Figure 1. Selected gate families.
The bar under the picture is 20 microns long.
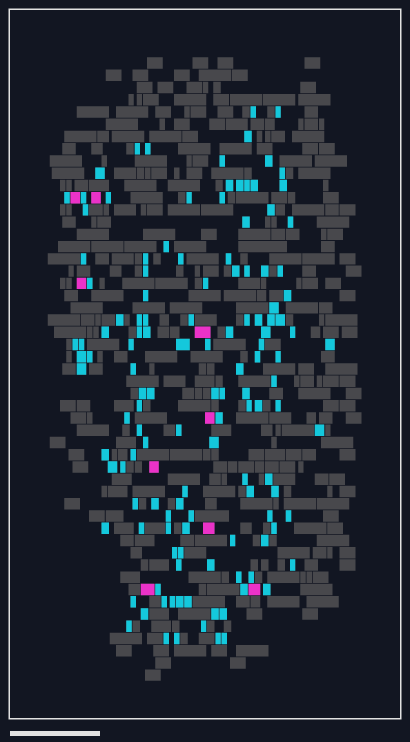
Figure 2. Cell area per tile.
9 x 16 tiles, from black (low) to pale yellow (high), 0 to 100% covered.
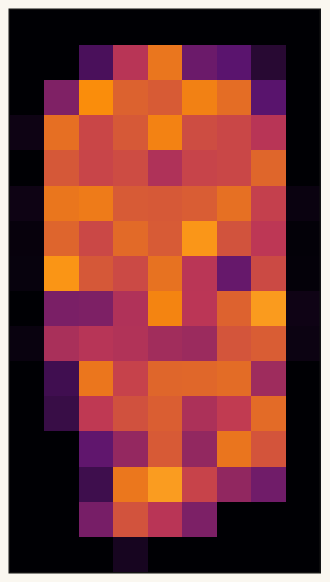
Figure 3. Wires at chosen ports, followed through buffers.
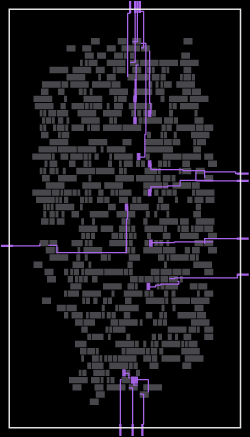
===== config.mk =====
export PLATFORM = sky130hd
export DESIGN_NAME = note_detect
export DESIGN_NICKNAME = d
export VERILOG_FILES = /design/src/rtl/note_detect.sv
export SDC_FILE = /design/constraint.sdc
export NUM_CORES = 1
export LEC_CHECK = 0
export ABC_CLOCK_PERIOD_IN_PS = 3930
export CAP_MARGIN = 20
export CORE_ASPECT_RATIO = 2
export CORE_MARGIN = 8
export CORE_UTILIZATION = 40
export CTS_BUF_LIST = sky130_fd_sc_hd__clkbuf_4 sky130_fd_sc_hd__clkbuf_8
export DETAILED_ROUTE_END_ITERATION = 7
export SLEW_MARGIN = 20
export SYNTH_ARGS = -nofsm -noshare
export SYNTH_HDL_FRONTEND = slang
export SYNTH_SLANG_ARGS = --single-unit

===== constraint.sdc =====
create_clock -name clock_27mhz -period 3.93 [get_ports clock_27mhz]
set_input_delay 0.786 -clock clock_27mhz [delete_from_list [all_inputs] [get_ports clock_27mhz]]
set_output_delay 0.786 -clock clock_27mhz [all_outputs]
set_load 0.01 [all_outputs]

===== src/rtl/note_detect.sv =====
// note_detect: picks the loudest FFT bin in each frame, applies a loudness threshold,
// and publishes the note only after STABLE_FRAMES matching frames in a row.
module note_detect #(
   parameter int         FRAME_SAMPLES = 16384,
   parameter logic [9:0] THRESH        = 10'd64,
   parameter int         STABLE_FRAMES = 3
) (
   input  logic        clock_27mhz,
   input  logic        reset,
   input  logic        ready,
   input  logic [11:0] haddr,
   input  logic [9:0]  hdata,
   input  logic        hwe,
   output logic [11:0] note_bin,
   output logic [9:0]  note_mag,
   output logic        note_valid,
   output logic        note_strobe
);
   localparam int FW = FRAME_SAMPLES > 1 ? $clog2(FRAME_SAMPLES) : 1;
   typedef enum logic [1:0] {ACC, EVAL, COMMIT} state_t;
   state_t      state_q, state_d;
   logic [FW-1:0] fcnt_q, fcnt_d;
   logic [9:0]  max_mag_q, max_mag_d, peak_q, peak_d, note_mag_q, note_mag_d, acc_mag;
   logic [11:0] max_bin_q, max_bin_d, prev_bin_q, prev_bin_d, note_bin_q, note_bin_d, cand_bin;
   logic        prev_valid_q, prev_valid_d, note_valid_q, note_valid_d;
   logic        note_strobe_q, note_strobe_d, cand_valid, frame_end;
   logic [3:0]  run_q, run_d;
   always_comb begin
      frame_end = ready && fcnt_q == FW'(FRAME_SAMPLES - 1);
      fcnt_d = ready ? (frame_end ? '0 : fcnt_q + 1'b1) : fcnt_q;
      state_d = state_q == ACC ? (frame_end ? EVAL : ACC) : (state_q == EVAL ? COMMIT : ACC);
      // The accumulator is cleared in EVAL, so a write landing there seeds the next frame
      acc_mag = state_q == EVAL ? '0 : max_mag_q;
      max_mag_d = acc_mag;
      max_bin_d = state_q == EVAL ? '0 : max_bin_q;
      if (hwe && hdata > acc_mag) begin
         max_mag_d = hdata;
         max_bin_d = haddr;
      end
      cand_valid = max_mag_q >= THRESH;
      cand_bin = cand_valid ? max_bin_q : '0;
      run_d = run_q;
      prev_bin_d = prev_bin_q;
      prev_valid_d = prev_valid_q;
      peak_d = peak_q;
      if (state_q == EVAL) begin
         run_d = (cand_bin == prev_bin_q && cand_valid == prev_valid_q) ?
                 (run_q == 4'd15 ? run_q : run_q + 1'b1) : 4'd1;
         prev_bin_d = cand_bin;
         prev_valid_d = cand_valid;
         peak_d = max_mag_q;
      end
      note_bin_d = note_bin_q;
      note_mag_d = note_mag_q;
      note_valid_d = note_valid_q;
      note_strobe_d = 1'b0;
      if (state_q == COMMIT && run_q >= 4'(STABLE_FRAMES) &&
          (prev_bin_q != note_bin_q || prev_valid_q != note_valid_q)) begin
         note_bin_d = prev_bin_q;
         note_mag_d = peak_q;
         note_valid_d = prev_valid_q;
         note_strobe_d = 1'b1;
      end
   end
   always_ff @(posedge clock_27mhz) begin
      if (reset) begin
         state_q <= ACC;
         fcnt_q <= '0;
         max_mag_q <= '0;
         max_bin_q <= '0;
         peak_q <= '0;
         prev_bin_q <= '0;
         prev_valid_q <= 1'b0;
         run_q <= '0;
         note_bin_q <= '0;
         note_mag_q <= '0;
         note_valid_q <= 1'b0;
         note_strobe_q <= 1'b0;
      end else begin
         state_q <= state_d;
         fcnt_q <= fcnt_d;
         max_mag_q <= max_mag_d;
         max_bin_q <= max_bin_d;
         peak_q <= peak_d;
         prev_bin_q <= prev_bin_d;
         prev_valid_q <= prev_valid_d;
         run_q <= run_d;
         note_bin_q <= note_bin_d;
         note_mag_q <= note_mag_d;
         note_valid_q <= note_valid_d;
         note_strobe_q <= note_strobe_d;
      end
   end
   assign note_bin = note_bin_q;
   assign note_mag = note_mag_q;
   assign note_valid = note_valid_q;
   assign note_strobe = note_strobe_q;
endmodule


==> summary.rpt <==
PHYSICAL IMPLEMENTATION REPORT
----------------------------------------------------
[Outcome]
  Outcome ........................ finished clean

[Power]
  Logic power comb ........................ 0.177 mW
  Internal cell power ........................ 1.32 mW
  Power in sequential cells ........................ 0.939 mW
  Group drawing the most power ........................ registers
  Largest vdd supply drop ........................ 0.000335 V
  Switch Pwr ........................ 0.453 mW
  Total clock network power ........................ 0.654 mW
  Cell Pwr Density ........................ 369 mW/mm^2
  Switching power as a share of total power ........................ 25.6%

[Final layout]
  Number of antenna cells inserted ........................ 0
  Synthesis-to-layout area growth ........................ 20.0%
  Number of inserted filler cells in the final layout ........................ 986
  Layout cell share with drive strength beyond 1 ........................ 6.24%
  Layout multi-input combinational cell count ........................ 347
  Area of combinational cells with multiple inputs ........................ 0.00206 sq mm
  Highest-count cells in the layout ignoring fill and taps ........................ sky130_fd_sc_hd__dfxtp_1, sky130_fd_sc_hd__nand2_1, sky130_fd_sc_hd__a21oi_1
  Nonclk inv count ........................ 6
  CLK BUF ........................ 11
  Most flops, register ........................ fcnt_q

[Clock network]
  Total of hold buffers inserted after clock tree synthesis ........................ 0
  CTS tree ........................ done
  Post-cts gate resize count ........................ 0
  Insertion delay at the late pin of the worst-skew pair ........................ 0.37 ns
  Maximum root-to-sink buffer count ........................ 2
  Number of sinks on the clock net ........................ 89

[Synthesis]
  Synthesized-area fraction occupied by and/or/nand/nor cells ........................ 24.1%
  Post-synthesis sequential element count ........................ 89
  Most common flop cell mapped by yosys ........................ sky130_fd_sc_hd__dfxtp_1
  Count of instantiated cells in the yosys netlist ........................ 471
  XOR Share, Synth ........................ 6.14%
  Distinct cell type count of the synthesized netlist ........................ 47
  Number of nets in the synthesized netlist ........................ 509
  Syn_area_per_cell ........................ 8.48 sq um
  Gate count after technology mapping ........................ 471
  Synth Warn # ........................ 0
  Cell Area, Synth ........................ 0.00399 sq mm
  Count of library flops with an enable pin ........................ 0
  Area leader share ........................ 44.6%
  Fraction of registers with async set/reset ........................ 0%
  Share of the yosys chip area belonging to registers ........................ 44.6%
  Complex-gate fraction of the synthesized area ........................ 11.6%
  Main combinational cell family by area after synthesis ........................ simple AND/OR/NAND/NOR gates
  Area contributors post-synth ........................ sky130_fd_sc_hd__dfxtp_1, sky130_fd_sc_hd__nand2_1, sky130_fd_sc_hd__a21oi_1, sky130_fd_sc_hd__mux2i_1, sky130_fd_sc_hd__nand3_1

[Placed design]
  Gpl congestion ........................ 0.771
  Pre-CTS setup slack ........................ 0.547 ns

[Drt]
  Vias per std cell ........................ 5.24
  Highest signal layer in the routed design ........................ met4
  Final Routed Wirelength ........................ 9.96 mm
  Routed wire length on met2 ........................ 5.72 mm
  Iter 0 DRT Violations ........................ 109
  Average wire per cell in the routed design ........................ 15.4 microns
  Drt first pass iters ........................ 4

[Job]
  Reported max-cap violation count ........................ 0
  Tally of OpenROAD warnings ........................ 26

[Critical path]
  Most frequent cell on the critical path ........................ sky130_fd_sc_hd__a21oi_1
  Worst Reg2Reg Path Length in Cells ........................ 11
  Termination of the worst setup path ........................ max_bin_q[10]
  Worst setup path start ........................ hdata[2]
  Register-to-register path setup slack ........................ 0.94 ns
  Type of origin of the critical path ........................ input pin
  Count of buffer and inverter cells on the critical path ........................ 2
  Cell with the largest stage delay on the worst path ........................ sky130_fd_sc_hd__o31ai_2
  Ordered list of cells on the worst path ........................ clkdlybuf4s50_1, ha_1, a21oi_1, o22ai_1, o21ai_0, a21boi_1, o31ai_2, buf_4, nand3_1, a21oi_1
  Critical path start-end classification ........................ input pin to flip-flop
  R2r startpoint ........................ state_q[1]
  Critical Path Sink Type ........................ flip-flop

[Global route]
  GR met2 Demand/Resource ........................ 29.3%
  GRT overflow ........................ 0
  Most Crowded Layer GR ........................ met2
  Global routing met1 resource utilization ........................ 14.2%
  Maximum number of pins on one net before global-route repair ........................ 42
  Wire length of the first global-routing pass ........................ 15.9 mm

[Worst hold path]
  Hold wc startpoint ........................ peak_q[6]
  Hold EP ........................ peak_q[6]
  Kind of path behind the tightest hold check ........................ flip-flop to flip-flop

[Final timing]
  RSZ-0062 raised after global routing ........................ false
  Worst slew pin tran ........................ 0.896 ns
  Max Clock Freq ........................ 334 MHz
  Final hold violation count ........................ 0
  Number of endpoints failing setup at the final stage ........................ 0
  Worst hold-check slack ........................ 0.462 ns
  Max Transition Viols Final ........................ 0

[Floorplanning]
  Core utilization at floorplan ........................ 41.2%
  CORE AREA ........................ 0.00970 sq mm
  Die Outline Area ........................ 0.0136 sq mm

----------------------------------------------------
Back to the opening pictures, Figure 1:
Key: nand cells = cyan [cells 130, most used nand2_1]; and/or cells = magenta [cells 9, most used and3_1]
filler-free cell count of the finished design: 645
multi-input gate share of the layout cell area: 43.0%
most frequent logic cell in the layout: sky130_fd_sc_hd__dfxtp_1

Back to the opening pictures, Figure 2:
The densest ninth of the die: centre. 3.5% of the tiles are over 75% full. The mean over all tiles is 34%.

Back to the opening pictures, Figure 3:
Key: haddr = purple [bits 12, direction input, end cells 12, buffers 12, wire 469 microns]
# IOs: 50
number of port buffers: 49

==> cells by family after synthesis <==
| family | count (synthesis) |
|---|---|
| adders and majority gates | 12 |
| and+or+nand+nor | 206 |
| xor gates and xnor gates | 28 |
| buffers and inverters | 35 |
| AOI/OAI and AO/OA | 78 |
| muxes | 23 |
| DFF | 89 |
==> per-stage QoR <==
stage | std cells | total power, mW | instance area, sq um
2_1_floorplan | 471 | 1.07 | 3990
3_3_place_gp | 629 | 1.13 | 4580
3_5_place_dp | 629 | 1.14 | 4580
4_1_cts | 645 | 1.79 | 4790
5_1_grt | 645 | 1.85 | 4790
6_report | 645 | 1.77 | 4790
Power and IR drop assume default switching activity.
